### config.mk
export PLATFORM = sky130hd
export DESIGN_NAME = m_mem_master
export DESIGN_NICKNAME = d
export VERILOG_FILES = /design/src/rtl/m_mem_master.sv
export SDC_FILE = /design/constraint.sdc
export NUM_CORES = 1
export LEC_CHECK = 0
export CAP_MARGIN = 30
export CORE_ASPECT_RATIO = 1.1
export CORE_UTILIZATION = 41
export CTS_CLUSTER_SIZE = 30
export DETAILED_ROUTE_END_ITERATION = 8
export GPL_TIMING_DRIVEN = 0
export PLACE_DENSITY = 0.71
export SYNTH_ARGS = -nofsm -noshare
export SYNTH_HDL_FRONTEND = slang
export SYNTH_SLANG_ARGS = --single-unit
### constraint.sdc
create_clock -name clk -period 5 [get_ports clk]
set_input_delay 1 -clock clk [delete_from_list [all_inputs] [get_ports clk]]
set_output_delay 1 -clock clk [all_outputs]
set_load 0.03 [all_outputs]
### src/rtl/m_mem_master.sv
// m_mem_master: memory-stage load/store initiator for the pipelined MIPS core.
// Turns one M-stage access into a valid/ready request plus a response on the
// data bus, shapes byte enables and write data, extends load data, and holds
// the pipeline until the access completes, faults on misalignment, or times out.
module m_mem_master #(
    parameter int TIMEOUT = 255
) (
    input  logic        clk,
    input  logic        reset,
    input  logic        cpu_valid,
    input  logic        cpu_we,
    input  logic [31:0] cpu_addr,
    input  logic [31:0] cpu_wdata,
    input  logic [2:0]  load_type,
    input  logic [1:0]  store_type,
    output logic        stall,
    output logic        done,
    output logic        err,
    output logic [31:0] rdata,
    output logic        bus_req_valid,
    input  logic        bus_req_ready,
    output logic [31:0] bus_addr,
    output logic        bus_we,
    output logic [3:0]  bus_be,
    output logic [31:0] bus_wdata,
    input  logic        bus_rsp_valid,
    input  logic [31:0] bus_rdata
);
    typedef enum logic [1:0] {IDLE, REQ, WAIT, DONE} state_t;

    // Last counter value that may still complete normally; at or beyond it we give up.
    localparam logic [7:0] TO_LAST = 8'(TIMEOUT - 1);

    state_t      state_q;
    logic [7:0]  cnt_q;
    logic        done_q;
    logic        err_q;
    logic [31:0] rdata_q;
    logic        req_valid_q;
    logic [31:0] addr_q;
    logic        we_q;
    logic [3:0]  be_q;
    logic [31:0] wdata_q;
    logic [2:0]  ltype_q;
    logic [1:0]  off_q;

    logic        misaligned;
    logic [3:0]  be_d;
    logic [31:0] wdata_d;
    logic [7:0]  ld_byte;
    logic [15:0] ld_half;
    logic [31:0] load_ext;

    // Decode the incoming access: alignment fault, byte enables and lane-replicated data
    always_comb begin
        misaligned = 1'b0;
        be_d       = 4'hF;
        wdata_d    = cpu_wdata;
        if (cpu_we) begin
            case (store_type)
                2'd1: begin
                    be_d    = 4'b0001 << cpu_addr[1:0];
                    wdata_d = {4{cpu_wdata[7:0]}};
                end
                2'd2: begin
                    be_d       = cpu_addr[1] ? 4'b1100 : 4'b0011;
                    wdata_d    = {2{cpu_wdata[15:0]}};
                    misaligned = cpu_addr[0];
                end
                default: misaligned = |cpu_addr[1:0];
            endcase
        end else begin
            case (load_type)
                3'd1, 3'd2: misaligned = 1'b0;
                3'd3, 3'd4: misaligned = cpu_addr[0];
                default:    misaligned = |cpu_addr[1:0];
            endcase
        end
    end

    // Pick the addressed byte/half out of the raw response word and extend it
    always_comb begin
        case (off_q)
            2'd0:    ld_byte = bus_rdata[7:0];
            2'd1:    ld_byte = bus_rdata[15:8];
            2'd2:    ld_byte = bus_rdata[23:16];
            default: ld_byte = bus_rdata[31:24];
        endcase
        ld_half = off_q[1] ? bus_rdata[31:16] : bus_rdata[15:0];
        case (ltype_q)
            3'd1:    load_ext = {{24{ld_byte[7]}}, ld_byte};
            3'd2:    load_ext = {24'h0, ld_byte};
            3'd3:    load_ext = {{16{ld_half[15]}}, ld_half};
            3'd4:    load_ext = {16'h0, ld_half};
            default: load_ext = bus_rdata;
        endcase
        // Store acknowledges carry no data back to the pipeline.
        if (we_q) begin
            load_ext = '0;
        end
    end

    // Transaction sequencer: latch the access, run the bus handshake, produce the completion
    always_ff @(posedge clk or posedge reset) begin
        if (reset) begin
            state_q     <= IDLE;
            cnt_q       <= '0;
            done_q      <= 1'b0;
            err_q       <= 1'b0;
            rdata_q     <= '0;
            req_valid_q <= 1'b0;
            addr_q      <= '0;
            we_q        <= 1'b0;
            be_q        <= '0;
            wdata_q     <= '0;
            ltype_q     <= '0;
            off_q       <= '0;
        end else begin
            case (state_q)
                IDLE: begin
                    if (cpu_valid) begin
                        if (misaligned) begin
                            // Fault without touching the bus.
                            state_q <= DONE;
                            done_q  <= 1'b1;
                            err_q   <= 1'b1;
                            rdata_q <= '0;
                        end else begin
                            state_q     <= REQ;
                            req_valid_q <= 1'b1;
                            addr_q      <= {cpu_addr[31:2], 2'b00};
                            we_q        <= cpu_we;
                            be_q        <= be_d;
                            wdata_q     <= wdata_d;
                            ltype_q     <= load_type;
                            off_q       <= cpu_addr[1:0];
                            cnt_q       <= '0;
                        end
                    end
                end
                REQ: begin
                    if (bus_req_ready) begin
                        req_valid_q <= 1'b0;
                        state_q     <= WAIT;
                        cnt_q       <= cnt_q + 8'd1;
                    end else if (cnt_q >= TO_LAST) begin
                        req_valid_q <= 1'b0;
                        state_q     <= DONE;
                        done_q      <= 1'b1;
                        err_q       <= 1'b1;
                        rdata_q     <= '0;
                    end else begin
                        cnt_q <= cnt_q + 8'd1;
                    end
                end
                WAIT: begin
                    // A response on the timeout cycle still wins.
                    if (bus_rsp_valid) begin
                        state_q <= DONE;
                        done_q  <= 1'b1;
                        err_q   <= 1'b0;
                        rdata_q <= load_ext;
                    end else if (cnt_q >= TO_LAST) begin
                        state_q <= DONE;
                        done_q  <= 1'b1;
                        err_q   <= 1'b1;
                        rdata_q <= '0;
                    end else begin
                        cnt_q <= cnt_q + 8'd1;
                    end
                end
                DONE: begin
                    // Pipeline advances on this edge, so the held cpu_valid is stale here.
                    state_q <= IDLE;
                    done_q  <= 1'b0;
                    err_q   <= 1'b0;
                end
                default: state_q <= IDLE;
            endcase
        end
    end

    assign stall         = (state_q == REQ) | (state_q == WAIT) | ((state_q == IDLE) & cpu_valid);
    assign done          = done_q;
    assign err           = err_q;
    assign rdata         = rdata_q;
    assign bus_req_valid = req_valid_q;
    assign bus_addr      = addr_q;
    assign bus_we        = we_q;
    assign bus_be        = be_q;
    assign bus_wdata     = wdata_q;

endmodule

Fig. 1: pin map
(3 px per um) Pins as bars across the die edge, other pins in grey.
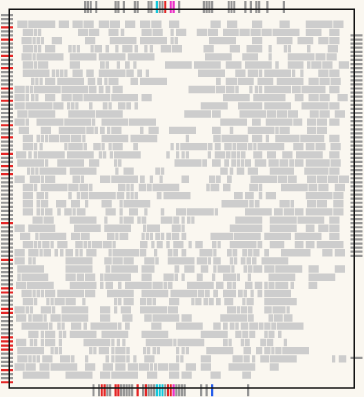
Key: blue = `bus_req_ready` [pins 1, direction input, edge bottom]; cyan = `bus_be` [pins 4, direction output, edge 3 bottom, 1 top]; magenta = `load_type` [pins 3, direction input, edge 2 top, 1 bottom]; red = `cpu_addr` [pins 32, direction input, edge 23 left, 8 bottom, 1 top]

Fig. 2: metal 4
(3 px per um) Supply wires on this layer in grey.
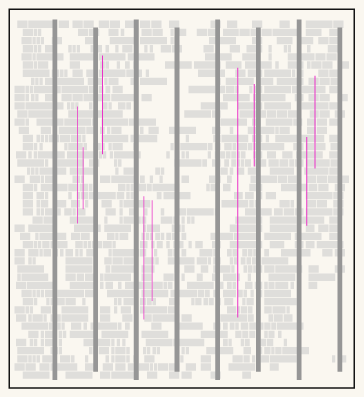
The layer holds 1.8% of the routed length. 9 nets have wire on it. The wires run mostly vertical.

Fig. 3: M3 wires
(4 px per um)
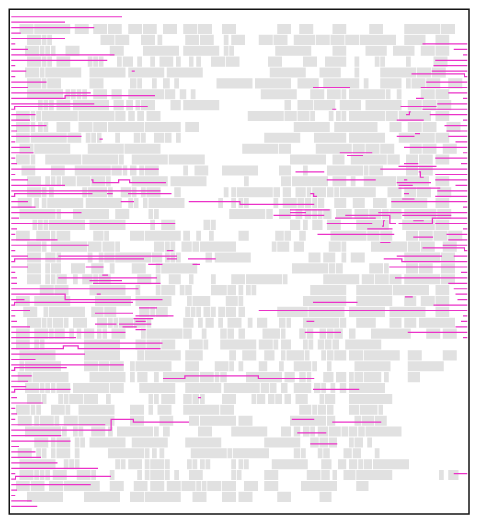
The longest straight run is 51.8 um. 196 nets have wire on it. The layer holds 12% of the routed length. The layer carries 2,110 um of wire. The wires run mostly horizontal.
met3 usage: 0.118
vias after detailed routing: 5,513
drt total wl: 18.2 mm

==> results_dict.tcl <==
# flow metrics
set metrics [dict create \
    vdd_drop_max_mv 0.378 \
    ys_sh_aoi 0.217 \
    final_cells 1024 \
    ys_cells 597 \
    required_ns 4.00 \
    p_sw_mw 2.52 \
    max_cap_viol_count 0 \
    warning_count 30 \
    clockBufferDepth 2 \
    synth_cells 597 \
    grt_util_all_layers 0.265 \
    drt_iter0_markers 366 \
    fin_util 0.648 \
    ant_nets 0 \
    crit_family "buffers and inverters" \
    place_area_um2 8070 \
    critPathSlowestCell "clkdlybuf4s50_1" \
    nNonClkInverters 21 \
    top_layer "met4" \
    finalCriticalPeriod_ns 3.72 \
    avgSynthCellArea_um2 9.57 \
    swShare 0.429 \
    cp_common_cell "inv_1" \
    leakage_nw 3.78 \
    n_clock_buffer 23 \
    post_cts_resized 0 \
    finalInstanceArea_um2 8660 \
    regArea_um2 2930 \
    p_comb_mw 3.07 \
    top_logic_kind "AND-OR/OR-AND gates" \
    crit_arrival_ns 2.72 \
    wl_per_cell_um 17.8 \
    max_freq_mhz 269 \
    pwr.group.clock_mw 1.23 \
    power_leader "combinational cells" \
    clkTransAtPathRegs_ns 0.05 \
    postCtsSetupBuffers 0 \
    final-hold-violation-count 0 \
    status "completed" \
    fillers 1073 \
    finClkSkew_ns 0.00619 \
    dr_wl_met2_mm 8.68 \
    most_common_cell "nand2_1" \
    tightest_slew_ns 1.01 \
    yosys-top-cells-count "nand2_1 (161), dfrtp_1 (117), nor2_1 (47), a21oi_1 (25)" \
    final_nets 941 \
    comb_area_frac 0.293 \
    grt_max_degree 69 \
    r2r-end "rdata[10]$_DFFE_PP0P_" \
    hold_ws_ns 0.471 \
    top_area_cell "dfrtp_1" \
    drc 0 \
    clk_latency_ns 0.41 \
    yosysWarningCount 0 \
    grt_antenna_before_repair 0 \
    dp.cells 992 \
    internal_power_mw 3.36 \
    layout.cells.most_common_list "clkdlybuf4s50_1 (209), nand2_1 (161), dfrtp_1 (117)" \
    grt_pass1_vias 5607 \
    gr-usage-met2 0.429 \
    grt_pass1_wl_mm 29.2 \
    hp-start "bus_addr[11]$_DFFE_PP0P_" \
    seq_area_frac 0.338 \
    layout_top_cell "clkdlybuf4s50_1" \
    r2r_cells 6 \
    synthXorXnorAreaFrac 0.00460 \
    top_usage_layer "met2" \
    met3_wirelength_mm 2.11 \
    drive_gt1_frac 0.0750 \
    yosys.area_share.simple 0.173 \
    top_cell_area_share 0.513 \
    holdPathStages 2 \
    n_all_buffers 248 \
    pwr-share-seq 0.267 \
    grt_use_met1 0.315 \
    post-place-ws_ns 1.24 \
    fp.dieW_um 115 \
    area_delta_synth_final_pct 51.7 \
    largest_cell_class "registers" \
    tap_cells 184 \
    mi_logic_area_um2 2540 \
    power_density_nw_per_um2 678 \
    power_mw 5.87 \
    fin_ws_ns 1.28 \
    ios 212 \
    drt-met1-wl_mm 7.12 \
    yosysSeqAreaShare 0.513 \
    max_stage_delay_ns 0.66 \
    topCellsByArea "dfrtp_1 (51%), nand2_1 (11%), o2bb2ai_1 (3.5%)" \
    antennaDiodeCount 0 \
    drv_slew 0 \
    path_depth 7 \
    ff_count 117 \
    dieArea_um2 14400 \
    clock_area_frac 0.0686 \
    min_path_type "reg2reg" \
    fp_util 0.427 \
    hold_end "bus_addr[11]$_DFFE_PP0P_" \
    rsz0062_at_grt "no" \
    dpl.hpwl_mm 13.4 \
    p_seq_mw 1.57 \
    p_clk_frac 0.210 \
    cts_tree "done" \
]
No activity file was given, so power comes from the tool's default toggle rates.
